### Clock wires, drivers and flops

(2 px per um)
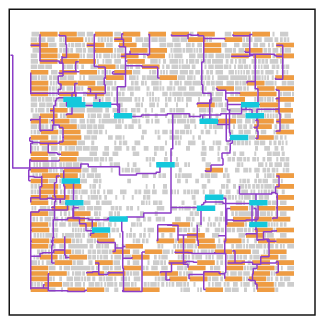
### Routed metal, one colour a layer

(2 px per um)
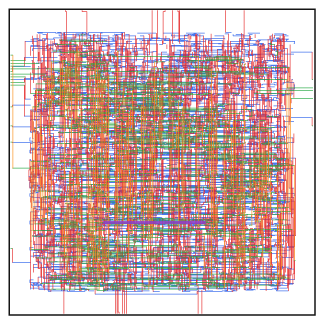
<file path="config.mk">
export PLATFORM = sky130hd
export DESIGN_NAME = spi_reg_responder
export DESIGN_NICKNAME = d
export VERILOG_FILES = /design/src/rtl/spi_pkg.sv /design/src/rtl/spi_sync_edge.sv /design/src/rtl/spi_reg_responder.sv
export SDC_FILE = /design/constraint.sdc
export NUM_CORES = 1
export LEC_CHECK = 0
export ABC_AREA = 0
export CORE_MARGIN = 10
export CORE_UTILIZATION = 67
export DETAILED_ROUTE_END_ITERATION = 7
export GPL_TIMING_DRIVEN = 0
export PLACE_DENSITY = 0.95
export SLEW_MARGIN = 40
export SYNTH_ARGS = -nofsm -noshare
export SYNTH_HDL_FRONTEND = slang
export SYNTH_SLANG_ARGS = --single-unit
</file>
<file path="constraint.sdc">
create_clock -name clk -period 10.5 [get_ports clk]
set_input_delay 2.625 -clock clk [delete_from_list [all_inputs] [get_ports clk]]
set_output_delay 2.625 -clock clk [all_outputs]
set_load 0.005 [all_outputs]
</file>
<file path="src/rtl/spi_pkg.sv">
// Shared types and constants for the SPI register responder.
package spi_pkg;

  typedef enum logic [1:0] {
    IDLE,
    CMD,
    RD_DATA,
    WR_DATA
  } resp_state_t;

  localparam int SPI_RW_BIT      = 7;
  localparam int SPI_ADDR_W      = 7;
  localparam int SPI_SYNC_STAGES = 2;

endpackage

</file>
<file path="src/rtl/spi_sync_edge.sv">
// Multi-flop synchronizer for an asynchronous pin with single-clk rise/fall pulses.
module spi_sync_edge
  import spi_pkg::*;
#(
  parameter logic RESET_VAL = 1'b0
) (
  input  logic clk,
  input  logic rst,
  input  logic din,
  output logic sync,
  output logic rise,
  output logic fall
);

  logic [SPI_SYNC_STAGES-1:0] chain;
  logic                       prev;

  always_ff @(posedge clk or posedge rst) begin
    if (rst) begin
      chain <= {SPI_SYNC_STAGES{RESET_VAL}};
      prev  <= RESET_VAL;
    end else begin
      chain <= {chain[SPI_SYNC_STAGES-2:0], din};
      prev  <= chain[SPI_SYNC_STAGES-1];
    end
  end

  assign sync = chain[SPI_SYNC_STAGES-1];
  assign rise = sync & ~prev;
  assign fall = ~sync & prev;

endmodule

</file>
<file path="src/rtl/spi_reg_responder.sv">
// SPI mode-0 slave emulating a small byte register map with a chip-ID register,
// auto-incrementing read bursts and control/data write pairs.
module spi_reg_responder
  import spi_pkg::*;
#(
  parameter int unsigned     NUM_REGS = 16,
  parameter logic [6:0]      ID_ADDR  = 7'h50,
  parameter logic [7:0]      ID_VALUE = 8'h58
) (
  input  logic                  clk,
  input  logic                  rst,
  input  logic                  SCLK,
  input  logic                  MOSI,
  input  logic                  SS,
  output logic                  MISO,
  input  logic                  local_we,
  input  logic [SPI_ADDR_W-1:0] local_addr,
  input  logic [7:0]            local_wdata,
  output logic                  wr_strobe,
  output logic [SPI_ADDR_W-1:0] wr_addr,
  output logic [7:0]            wr_data,
  output logic                  active
);

  logic sclk_lvl_unused, sclk_rise, sclk_fall;
  logic ss_sync, ss_rise, ss_fall;
  logic [SPI_SYNC_STAGES-1:0] mosi_sr;
  logic mosi_s;

  spi_sync_edge #(.RESET_VAL(1'b0)) u_sclk_sync (
    .clk (clk),
    .rst (rst),
    .din (SCLK),
    .sync(sclk_lvl_unused),
    .rise(sclk_rise),
    .fall(sclk_fall)
  );

  // SS idles high, so its synchronizer resets high to keep active low out of reset.
  spi_sync_edge #(.RESET_VAL(1'b1)) u_ss_sync (
    .clk (clk),
    .rst (rst),
    .din (SS),
    .sync(ss_sync),
    .rise(ss_rise),
    .fall(ss_fall)
  );

  always_ff @(posedge clk or posedge rst) begin
    if (rst) mosi_sr <= '0;
    else     mosi_sr <= {mosi_sr[SPI_SYNC_STAGES-2:0], MOSI};
  end
  assign mosi_s = mosi_sr[SPI_SYNC_STAGES-1];

  resp_state_t           state, state_n;
  logic [2:0]            bit_cnt, bit_cnt_n;
  logic [7:0]            rx_sr, rx_n, rx_shift;
  logic [7:0]            tx_sr, tx_n;
  logic [SPI_ADDR_W-1:0] addr, addr_n;
  logic                  spi_we;
  logic [7:0]            regs [NUM_REGS];

  function automatic logic [7:0] read_reg(input logic [SPI_ADDR_W-1:0] a);
    logic [7:0] r;
    r = '0;
    if (a == ID_ADDR) begin
      r = ID_VALUE;
    end else begin
      for (int unsigned i = 0; i < NUM_REGS; i++)
        if (a == SPI_ADDR_W'(i)) r = regs[i];
    end
    return r;
  endfunction

  always_ff @(posedge clk or posedge rst) begin
    if (rst) begin
      state   <= IDLE;
      bit_cnt <= '0;
      rx_sr   <= '0;
      tx_sr   <= '0;
      addr    <= '0;
    end else begin
      state   <= state_n;
      bit_cnt <= bit_cnt_n;
      rx_sr   <= rx_n;
      tx_sr   <= tx_n;
      addr    <= addr_n;
    end
  end

  always_comb begin
    state_n   = state;
    bit_cnt_n = bit_cnt;
    rx_n      = rx_sr;
    tx_n      = tx_sr;
    addr_n    = addr;
    spi_we    = 1'b0;
    rx_shift  = {rx_sr[6:0], mosi_s};

    if (ss_rise) begin
      state_n   = IDLE;
      bit_cnt_n = '0;
    end else begin
      case (state)
        IDLE: begin
          if (ss_fall) begin
            state_n   = CMD;
            bit_cnt_n = '0;
          end
        end
        CMD: begin
          if (sclk_rise) begin
            rx_n      = rx_shift;
            bit_cnt_n = bit_cnt + 3'd1;
            if (bit_cnt == 3'd7) begin
              addr_n    = rx_shift[SPI_ADDR_W-1:0];
              bit_cnt_n = '0;
              if (rx_shift[SPI_RW_BIT]) begin
                tx_n    = read_reg(rx_shift[SPI_ADDR_W-1:0]);
                state_n = RD_DATA;
              end else begin
                state_n = WR_DATA;
              end
            end
          end
        end
        RD_DATA: begin
          if (sclk_rise) begin
            bit_cnt_n = bit_cnt + 3'd1;
            if (bit_cnt == 3'd7) begin
              addr_n    = addr + 1'b1;
              tx_n      = read_reg(addr + 1'b1);
              bit_cnt_n = '0;
            end
          end else if (sclk_fall && bit_cnt != 3'd0) begin
            // The fall right after a byte load is skipped so the new MSB stays put.
            tx_n = {tx_sr[6:0], 1'b0};
          end
        end
        WR_DATA: begin
          if (sclk_rise) begin
            rx_n      = rx_shift;
            bit_cnt_n = bit_cnt + 3'd1;
            if (bit_cnt == 3'd7) begin
              spi_we    = 1'b1;
              bit_cnt_n = '0;
              state_n   = CMD;
            end
          end
        end
        default: state_n = IDLE;
      endcase
    end
  end

  // SPI write is applied after the local write so it wins on an address collision.
  always_ff @(posedge clk or posedge rst) begin
    if (rst) begin
      for (int unsigned i = 0; i < NUM_REGS; i++) regs[i] <= '0;
    end else begin
      for (int unsigned i = 0; i < NUM_REGS; i++) begin
        if (local_we && local_addr == SPI_ADDR_W'(i) && SPI_ADDR_W'(i) != ID_ADDR)
          regs[i] <= local_wdata;
        if (spi_we && addr == SPI_ADDR_W'(i) && SPI_ADDR_W'(i) != ID_ADDR)
          regs[i] <= rx_shift;
      end
    end
  end

  always_ff @(posedge clk or posedge rst) begin
    if (rst) begin
      wr_strobe <= 1'b0;
      wr_addr   <= '0;
      wr_data   <= '0;
    end else begin
      wr_strobe <= spi_we;
      if (spi_we) begin
        wr_addr <= addr;
        wr_data <= rx_shift;
      end
    end
  end

  assign MISO   = (state == RD_DATA) & tx_sr[7];
  assign active = ~ss_sync;

endmodule

</file>
==> run summary <==
Implementation summary

The accumulated negative setup slack is 0 ns. After synthesis, the chip area reported by Yosys is 11700 sq um. Counting only logic cells after layout, the most numerous master is sky130_fd_sc_hd__nand2_1. The count of synthesis-stage warnings from yosys is 0. The top cell type by instance count after synthesis is sky130_fd_sc_hd__nand2_1. The initial antenna violation count is 0. The number of distinct library cells after synthesis is 96. The global placer's final weighted congestion is 1.15. STA shows the worst min-delay path finishing at mosi_sr[1].

The reg-to-reg critical path startpoint is addr[0]. The clock tree from TritonCTS is built. Yosys reports that the most numerous cell types are sky130_fd_sc_hd__nand2_1, sky130_fd_sc_hd__dfrtp_1, sky130_fd_sc_hd__o21ai_0. The detailed placer reported the number of placed instances as 1594. The kind of end point of the critical path is an output pin. In the post-synthesis netlist, the biggest area contributors are sky130_fd_sc_hd__dfrtp_1, sky130_fd_sc_hd__mux2i_1, sky130_fd_sc_hd__o21ai_0, sky130_fd_sc_hd__nand2_1, sky130_fd_sc_hd__a21oi_1. The depth of the worst register-to-register path is 11. The number of resized instances in the post-cts repair step is 0. Max-cap violations in this run came to 0. The number of enable flip-flop cells is 0. The stage logs contain a warning count of 34.

The count of boundary I/O pins is 39. The via count of the first global-routing pass is 12000. At the end of the flow, the number of nets in the layout was 1423. At the worst endpoint, the required time is 7.88 ns. The floorplan step set the die height to 152 um. The library cells used most frequently in the layout, excluding fill and tap cells, are sky130_fd_sc_hd__nand2_1, sky130_fd_sc_hd__dfrtp_1, sky130_fd_sc_hd__o21ai_0, sky130_fd_sc_hd__mux2i_1, sky130_fd_sc_hd__clkbuf_1. The detailed router's first-iteration violation count is 2053. The category of the critical setup timing path is reg2out. The worst slew margin relative to its limit is 36.6%. The DRC violation count after routing is 2.

Following the worst setup path forward leads to its endpoint at MISO. The run finished, with violations left. The checks that failed: DRC.

Subtracting the final worst setup slack from the clock period gives 5.66 ns. The number of non-filler instances in the completed layout is 1627. The critical path startpoint is state[0].
Back to the opening pictures, 'Clock wires, drivers and flops':
clock wires -> purple  # length 2220 um
clock drivers -> cyan  # count 17
flip-flops -> orange  # count 179
routed clock nets = 18
flops lie = spread over the die
power dissipated in the clock network: 0.640 mW
Clk network pwr share: 28.2%
worst-skew pair later-pin latency: 0.45 ns
final clock skew: 0.0131 ns

Back to the opening pictures, 'Routed metal, one colour a layer':
metal 3 -> green  # wire length 7570 um
metal 1 -> blue  # wire length 16900 um
metal 2 -> red  # wire length 20.4 mm
metal 4 -> orange  # wire length 4830 um
metal 5 -> purple  # wire length 49.7 um
total number of vias: 12400
total routing usage reported by global routing: 40.9%
per-cell routed wire length: 30.6 um
DRT Wirelength: 49800 um

[state kept, by name, indices dropped and copies added (netlist names), 2 cells and up]
register           count
regs                 128
tx_sr                  8
wr_data                8
addr                   7
rx_sr                  7
wr_addr                7
bit_cnt                3
mosi_sr                2
state                  2
u_sclk_sync.chain      2
u_ss_sync.chain        2
[through the flow]
| stage | util [%] | worst slack [ns] |
|---|---|---|
| floorplan | - | 3.02 |
| finish | 75.6 | 4.84 |
| detailed placement | 72.0 | 5.33 |
| CTS | 75.4 | 4.86 |
| global placement | 71.6 | 0.871 |
| global route | 75.6 | 4.63 |
[area by class of cell]
| type | instances | area (sq um) |
|---|---|---|
| multi-input cells | 1018 | 6710 |
| flip-flops and latches | 179 | 4480 |
| fillers | 1130 | 4210 |
| clock buffers | 19 | 443 |
| plain buffers | 106 | 438 |
| repair buffers | 39 | 420 |
| well taps | 225 | 282 |
| clock inverters | 13 | 138 |
| inverters | 28 | 113 |
[report_power, final]
part           total [mW]  switching [mW]  leakage [nW]  internal (mW)
clock network       0.640           0.317         0.282          0.323
registers           0.850          0.0930          1.86          0.757
logic               0.776           0.549          2.55          0.227
[worst max-delay path, delay by kind of cell (launching register included)]
kind	cells	cell delay [ns]
simple gates	1	0.20
fa+ha+maj	1	0.14
flops	1	0.41
buf+inv	5	1.84
[routing by layer]
layer	track usage [%]	routed length (um)	vias up	part of all wire (%)
met4	31.0	4830	2	9.7
met1	48.5	16900	5802	34
met3	16.2	7570	380	15
met2	58.5	20400	1275	41
met5	1.94	49	-	0.098
li1	-	-	4986	-
[cell families after synthesis]
logic type	count (synthesis)	share of synthesized area, %
simple gates	407	16.0
xor+xnor	2	0.150
fa+ha+maj	13	1.39
buf+inv	134	4.62
mux	177	16.3
flops	179	38.3
compound gates	419	23.2
No activity file was given, so power comes from the tool's default toggle rates.
